## src/rtl/serial_dp_loader.sv

```systemverilog
// Serial data-point loader: deserialises LSB-first words into a record buffer
// and writes one complete record per strobe until data_points records are loaded.
module serial_dp_loader #(
    parameter int LENGTH       = 16,
    parameter int MAX_FEATURES = 15,
    parameter int ADDR_WIDTH   = 12,
    parameter int LANES        = 1,
    parameter int FEAT_W       = 4
) (
    input  logic                                 CLK,
    input  logic                                 RST,
    input  logic                                 START,
    input  logic [FEAT_W-1:0]                    feat,
    input  logic [ADDR_WIDTH-1:0]                data_points,
    input  logic [LANES-1:0]                     S,
    input  logic                                 S_VALID,
    output logic                                 WR_EN,
    output logic [ADDR_WIDTH-1:0]                WR_ADDR,
    output logic [LENGTH*(MAX_FEATURES+1)-1:0]   WR_DATA,
    output logic                                 BUSY,
    output logic                                 LOAD_DONE,
    output logic                                 ERR
);

    localparam int BEATS  = LENGTH / LANES;
    localparam int WORDS  = MAX_FEATURES + 1;
    localparam int DATA_W = LENGTH * WORDS;
    localparam int BW     = (BEATS > 1) ? $clog2(BEATS) : 1;

    typedef enum logic [1:0] {
        IDLE,
        LOAD,
        DONE
    } state_t;

    state_t                  state_q, state_d;
    logic [FEAT_W-1:0]       feat_q, feat_d;
    logic [ADDR_WIDTH-1:0]   points_q, points_d;
    logic [FEAT_W-1:0]       wordIdx_q, wordIdx_d;
    logic [BW-1:0]           beatCnt_q, beatCnt_d;
    logic [ADDR_WIDTH-1:0]   recIdx_q, recIdx_d;
    logic [LENGTH-1:0]       shift_q, shift_d;
    logic                    wrEn_q, wrEn_d;
    logic [ADDR_WIDTH-1:0]   wrAddr_q, wrAddr_d;
    logic [DATA_W-1:0]       wrData_q, wrData_d;
    logic                    loadDone_q, loadDone_d;
    logic                    err_q, err_d;

    logic [LENGTH-1:0]       wordNext;
    logic                    lastBeat;
    logic                    recordsDone;

    always_ff @(posedge CLK or posedge RST) begin
        if (RST) begin
            state_q    <= IDLE;
            feat_q     <= '0;
            points_q   <= '0;
            wordIdx_q  <= '0;
            beatCnt_q  <= '0;
            recIdx_q   <= '0;
            shift_q    <= '0;
            wrEn_q     <= 1'b0;
            wrAddr_q   <= '0;
            wrData_q   <= '0;
            loadDone_q <= 1'b0;
            err_q      <= 1'b0;
        end else begin
            state_q    <= state_d;
            feat_q     <= feat_d;
            points_q   <= points_d;
            wordIdx_q  <= wordIdx_d;
            beatCnt_q  <= beatCnt_d;
            recIdx_q   <= recIdx_d;
            shift_q    <= shift_d;
            wrEn_q     <= wrEn_d;
            wrAddr_q   <= wrAddr_d;
            wrData_q   <= wrData_d;
            loadDone_q <= loadDone_d;
            err_q      <= err_d;
        end
    end

    // New lanes enter at the top so the first beat ends up in the low bits.
    always_comb begin
        state_d    = state_q;
        feat_d     = feat_q;
        points_d   = points_q;
        wordIdx_d  = wordIdx_q;
        beatCnt_d  = beatCnt_q;
        recIdx_d   = recIdx_q;
        shift_d    = shift_q;
        wrEn_d     = 1'b0;
        wrAddr_d   = wrAddr_q;
        wrData_d   = wrData_q;
        loadDone_d = loadDone_q;
        err_d      = err_q;

        wordNext    = (shift_q >> LANES) | (LENGTH'(S) << (LENGTH - LANES));
        lastBeat    = (beatCnt_q == BW'(BEATS - 1));
        recordsDone = wrEn_q && (recIdx_q == points_q);

        unique case (state_q)
            IDLE: begin
                if (START) begin
                    if ((int'(feat) > MAX_FEATURES) || (data_points == '0)) begin
                        err_d      = 1'b1;
                        loadDone_d = 1'b0;
                    end else begin
                        feat_d     = feat;
                        points_d   = data_points;
                        err_d      = 1'b0;
                        loadDone_d = 1'b0;
                        wrData_d   = '0;
                        wrAddr_d   = '0;
                        wordIdx_d  = feat;
                        beatCnt_d  = '0;
                        recIdx_d   = '0;
                        shift_d    = '0;
                        state_d    = LOAD;
                    end
                end
            end

            LOAD: begin
                // The strobe cycle of the final record must not disturb WR_DATA.
                if (recordsDone) begin
                    state_d = DONE;
                end else if (S_VALID) begin
                    shift_d = wordNext;
                    if (lastBeat) begin
                        beatCnt_d = '0;
                        for (int i = 0; i < WORDS; i++) begin
                            if (int'(wordIdx_q) == i) begin
                                wrData_d[i*LENGTH +: LENGTH] = wordNext;
                            end
                        end
                        if (wordIdx_q == '0) begin
                            wrEn_d    = 1'b1;
                            wrAddr_d  = recIdx_q;
                            recIdx_d  = recIdx_q + ADDR_WIDTH'(1);
                            wordIdx_d = feat_q;
                        end else begin
                            wordIdx_d = wordIdx_q - FEAT_W'(1);
                        end
                    end else begin
                        beatCnt_d = beatCnt_q + BW'(1);
                    end
                end
            end

            DONE: begin
                loadDone_d = 1'b1;
                state_d    = IDLE;
            end

            default: state_d = IDLE;
        endcase
    end

    assign WR_EN     = wrEn_q;
    assign WR_ADDR   = wrAddr_q;
    assign WR_DATA   = wrData_q;
    assign BUSY      = (state_q == LOAD);
    assign LOAD_DONE = loadDone_q;
    assign ERR       = err_q;

endmodule

```

## config.mk

```make
export PLATFORM = sky130hd
export DESIGN_NAME = serial_dp_loader
export DESIGN_NICKNAME = d
export VERILOG_FILES = /design/src/rtl/serial_dp_loader.sv
export SDC_FILE = /design/constraint.sdc
export NUM_CORES = 1
export LEC_CHECK = 0
export ABC_AREA = 1
export CAP_MARGIN = 20
export CORE_MARGIN = 2
export CORE_UTILIZATION = 39
export CTS_BUF_LIST = sky130_fd_sc_hd__clkbuf_4 sky130_fd_sc_hd__clkbuf_8
export DETAILED_ROUTE_END_ITERATION = 8
export PLACE_DENSITY = 0.66
export SYNTH_ARGS = -nofsm -noshare
export SYNTH_HDL_FRONTEND = slang
export SYNTH_SLANG_ARGS = --single-unit
```

## constraint.sdc

```tcl
create_clock -name CLK -period 14.8 [get_ports CLK]
set_input_delay 4.44 -clock CLK [delete_from_list [all_inputs] [get_ports CLK]]
set_output_delay 4.44 -clock CLK [all_outputs]
set_load 0.005 [all_outputs]
```

Fig. 1: layout detail
Region (85, 45) to (115, 75) µm. Cells in grey, sequential cells in the stronger grey; small squares are vias.
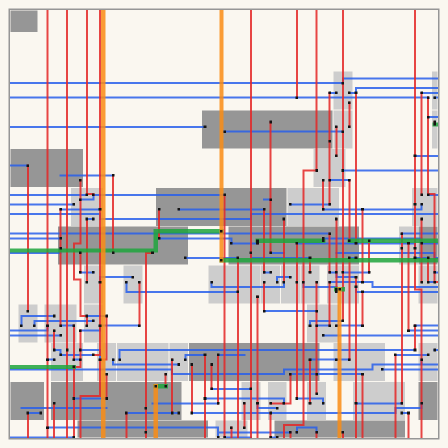
- green: metal 3
- blue: metal 1
- orange: metal 4
- red: metal 2
- most frequent: nand2_1 (16), nand4_1 (8), dfrtp_1 (7)
- cells with their middle in the window: 36
- sequential cells in the window: 7
- netlist names of flops here include: WR_DATA (7)

Fig. 2: routing congestion map
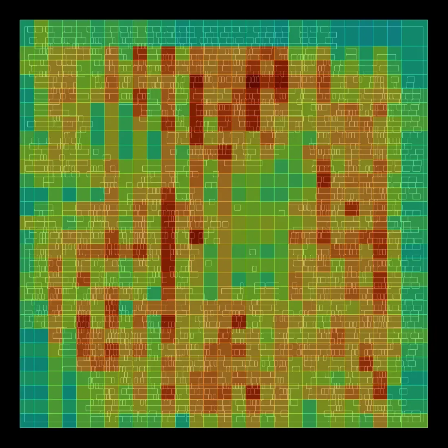
busiest grt layer: met2
routing usage on met1: 35.21%
DR WL/cell: 19.62 µm
GRT met2 Usage: 38.25%

Fig. 3: gate families picked out
Scale: 3 px per µm.
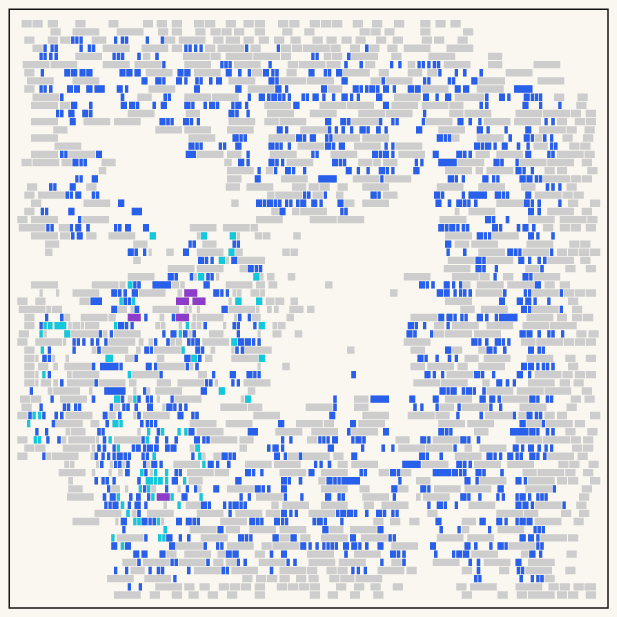
- purple: fa/ha/maj cells (cells 6)
- blue: nand cells (cells 1,046; where all over the die)
- cyan: nor cells (cells 76)
most numerous logic cell after layout: nand2_1
Comb area share: 29.89%

==> GITHUB_STEP_SUMMARY <==
### Flow metrics

| Metric | Value |
|---|---|
| CTS H-Tree Depth | 2 |
| VDD IR-drop max | 0.06294 mV |
| Crit path DAT | 8.00 ns |
| Simple share | 35.19% |
| Root cell of the clock tree | clkbuf_8 |
| Fin crit share | 50.85% |
| Area Growth Syn to Fin | 27.20% |
| Endpoints failing hold | 0 |
| Dominant flop cell | dfrtp_1 |
| Top cells by count | nand2_1 (709), dfrtp_1 (324), nand4_1 (304) |
| Largest fanout on the critical path | 86 |
| Outcome | finished, final reports clean |
| R2R setup slack | 10.09 ns |
| Final Setup Violations | 0 |
| Post-synthesis compound-gate area fraction | 1.686% |
| CTS tree | built |
| Top logic family | simple AND/OR/NAND/NOR gates |
| Tot Pwr | 1.901 mW |
| Worst slew pin tran | 1.084 ns |
| Final net count | 1,971 |
| Placer Congestion | 0.8610 |
| Yosys reg bits | 324 |
| IO buf count | 292 |
| Most common cell in the netlist | nand2_1 |
| Fin Hold WS | 0.4687 ns |
| Synth warn | 0 |
| Adder-Cell Fraction of Synth Area | 0.5059% |
| DIE HEIGHT | 199.1 µm |
| Max-slew headroom | 27.73% |
| CP Class | primary input to flip-flop |
| Worst setup margin | 7.274 ns |
| Final Max Tran Viols | 0 |
| Top achievable clock speed | 132.9 MHz |
| Total GRT Usage | 24.55% |
| Design Area, Final | 0.01888 mm² |
| Period minus WS final | 7.526 ns |
| Clock sinks | 324 |
| RR Endpoint | WR_DATA[129] |
| First-pass detailed-route iteration total | 5 |
| Num CTS Buffers | 53 |
| Worst R2R Path Depth | 9 |
| First-pass GRT wire length | 74,760 µm |
| Largest net degree at the start of global routing | 109 |
| YS chip area | 0.01484 mm² |
| Fin Setup TNS | 0 ns |
| Top area contributor share | 54.63% |
| RSZ-0062 raised after global routing | false |
| Detail Route Antenna Nets | 0 |
| Initial antenna violation count | 0 |
| Worst setup EP type | flip-flop |
| Post-CTS Hold Fix Bufs | 0 |
| Pre-CTS WS | 6.725 ns |
| Post-synth EDFFs | 0 |
| HP Class | flip-flop to flip-flop |
| Core area | 0.03758 mm² |
| CP Data Required Time | 15.27 ns |
| Largest buffer count on any clock path | 3 |
[cell type report]
cell class | instances | area share [%]
Tap cell | 511 | 3.387
Timing Repair Buffer | 326 | 16.94
Clock buffer | 84 | 5.395
Inverter | 62 | 1.286
Clock inverter | 5 | 0.1458
Sequential cell | 324 | 42.95
Multi-Input combinational cell | 1177 | 29.89
[layer usage]
metal  global-route usage (%)  wire, µm  up-vias  part of all wire, %
li1                         -         -     6178                    -
met4                    7.076      1198        0                  2.5
met5                        0         0        -                    0
met2                    38.25     22580      460                   46
met1                    35.21     22100     6425                   45
met3                    4.219      2940       84                  6.0
[power by group]
| group | internal [mW] | total (mW) | switching (mW) | leakage, nW |
|---|---|---|---|---|
| Sequential | 0.910 | 0.931 | 0.0211 | 4.47 |
| Clock | 0.431 | 0.781 | 0.350 | 0.563 |
| Combinational | 0.0548 | 0.189 | 0.135 | 4.41 |
| Total | 1.40 | 1.90 | 0.505 | 9.45 |
[state kept, by name (all words and copies together), names as in the netlist]
register,flops
WR_EN,1
points_q,12
wordIdx_q,4
WR_DATA,256
beatCnt_q,4
shift_q,15
ERR,1
state_q,2
LOAD_DONE,1
recIdx_q,12
feat_q,4
WR_ADDR,12
[worst max-delay path: stages]
cell and delay (ns):
clkdlybuf4s50_1 0.49, nor2_1 0.05, nand2_1 0.05, nor2_1 0.05, nand2_1 0.05, nand2_1 0.38, nand2_8 0.58, buf_4 0.83
nand3_1 0.71, nand2_1 0.22, nand2_1 0.08
[cells in the final DEF, fill, tap and decap left out, types with 10 or more instances in the layout]
cell / count
o21ai_1: 10
clkdlybuf4s50_1: 292
nand2_1: 709
nand3_1: 14
inv_1: 51
nand4_1: 304
nand3_4: 12
buf_4: 33
clkbuf_4: 22
o21ai_0: 17
dfrtp_1: 324
clkbuf_8: 62
nor2_1: 51
nor2_2: 18
Power is estimated from default activity; no workload was simulated.
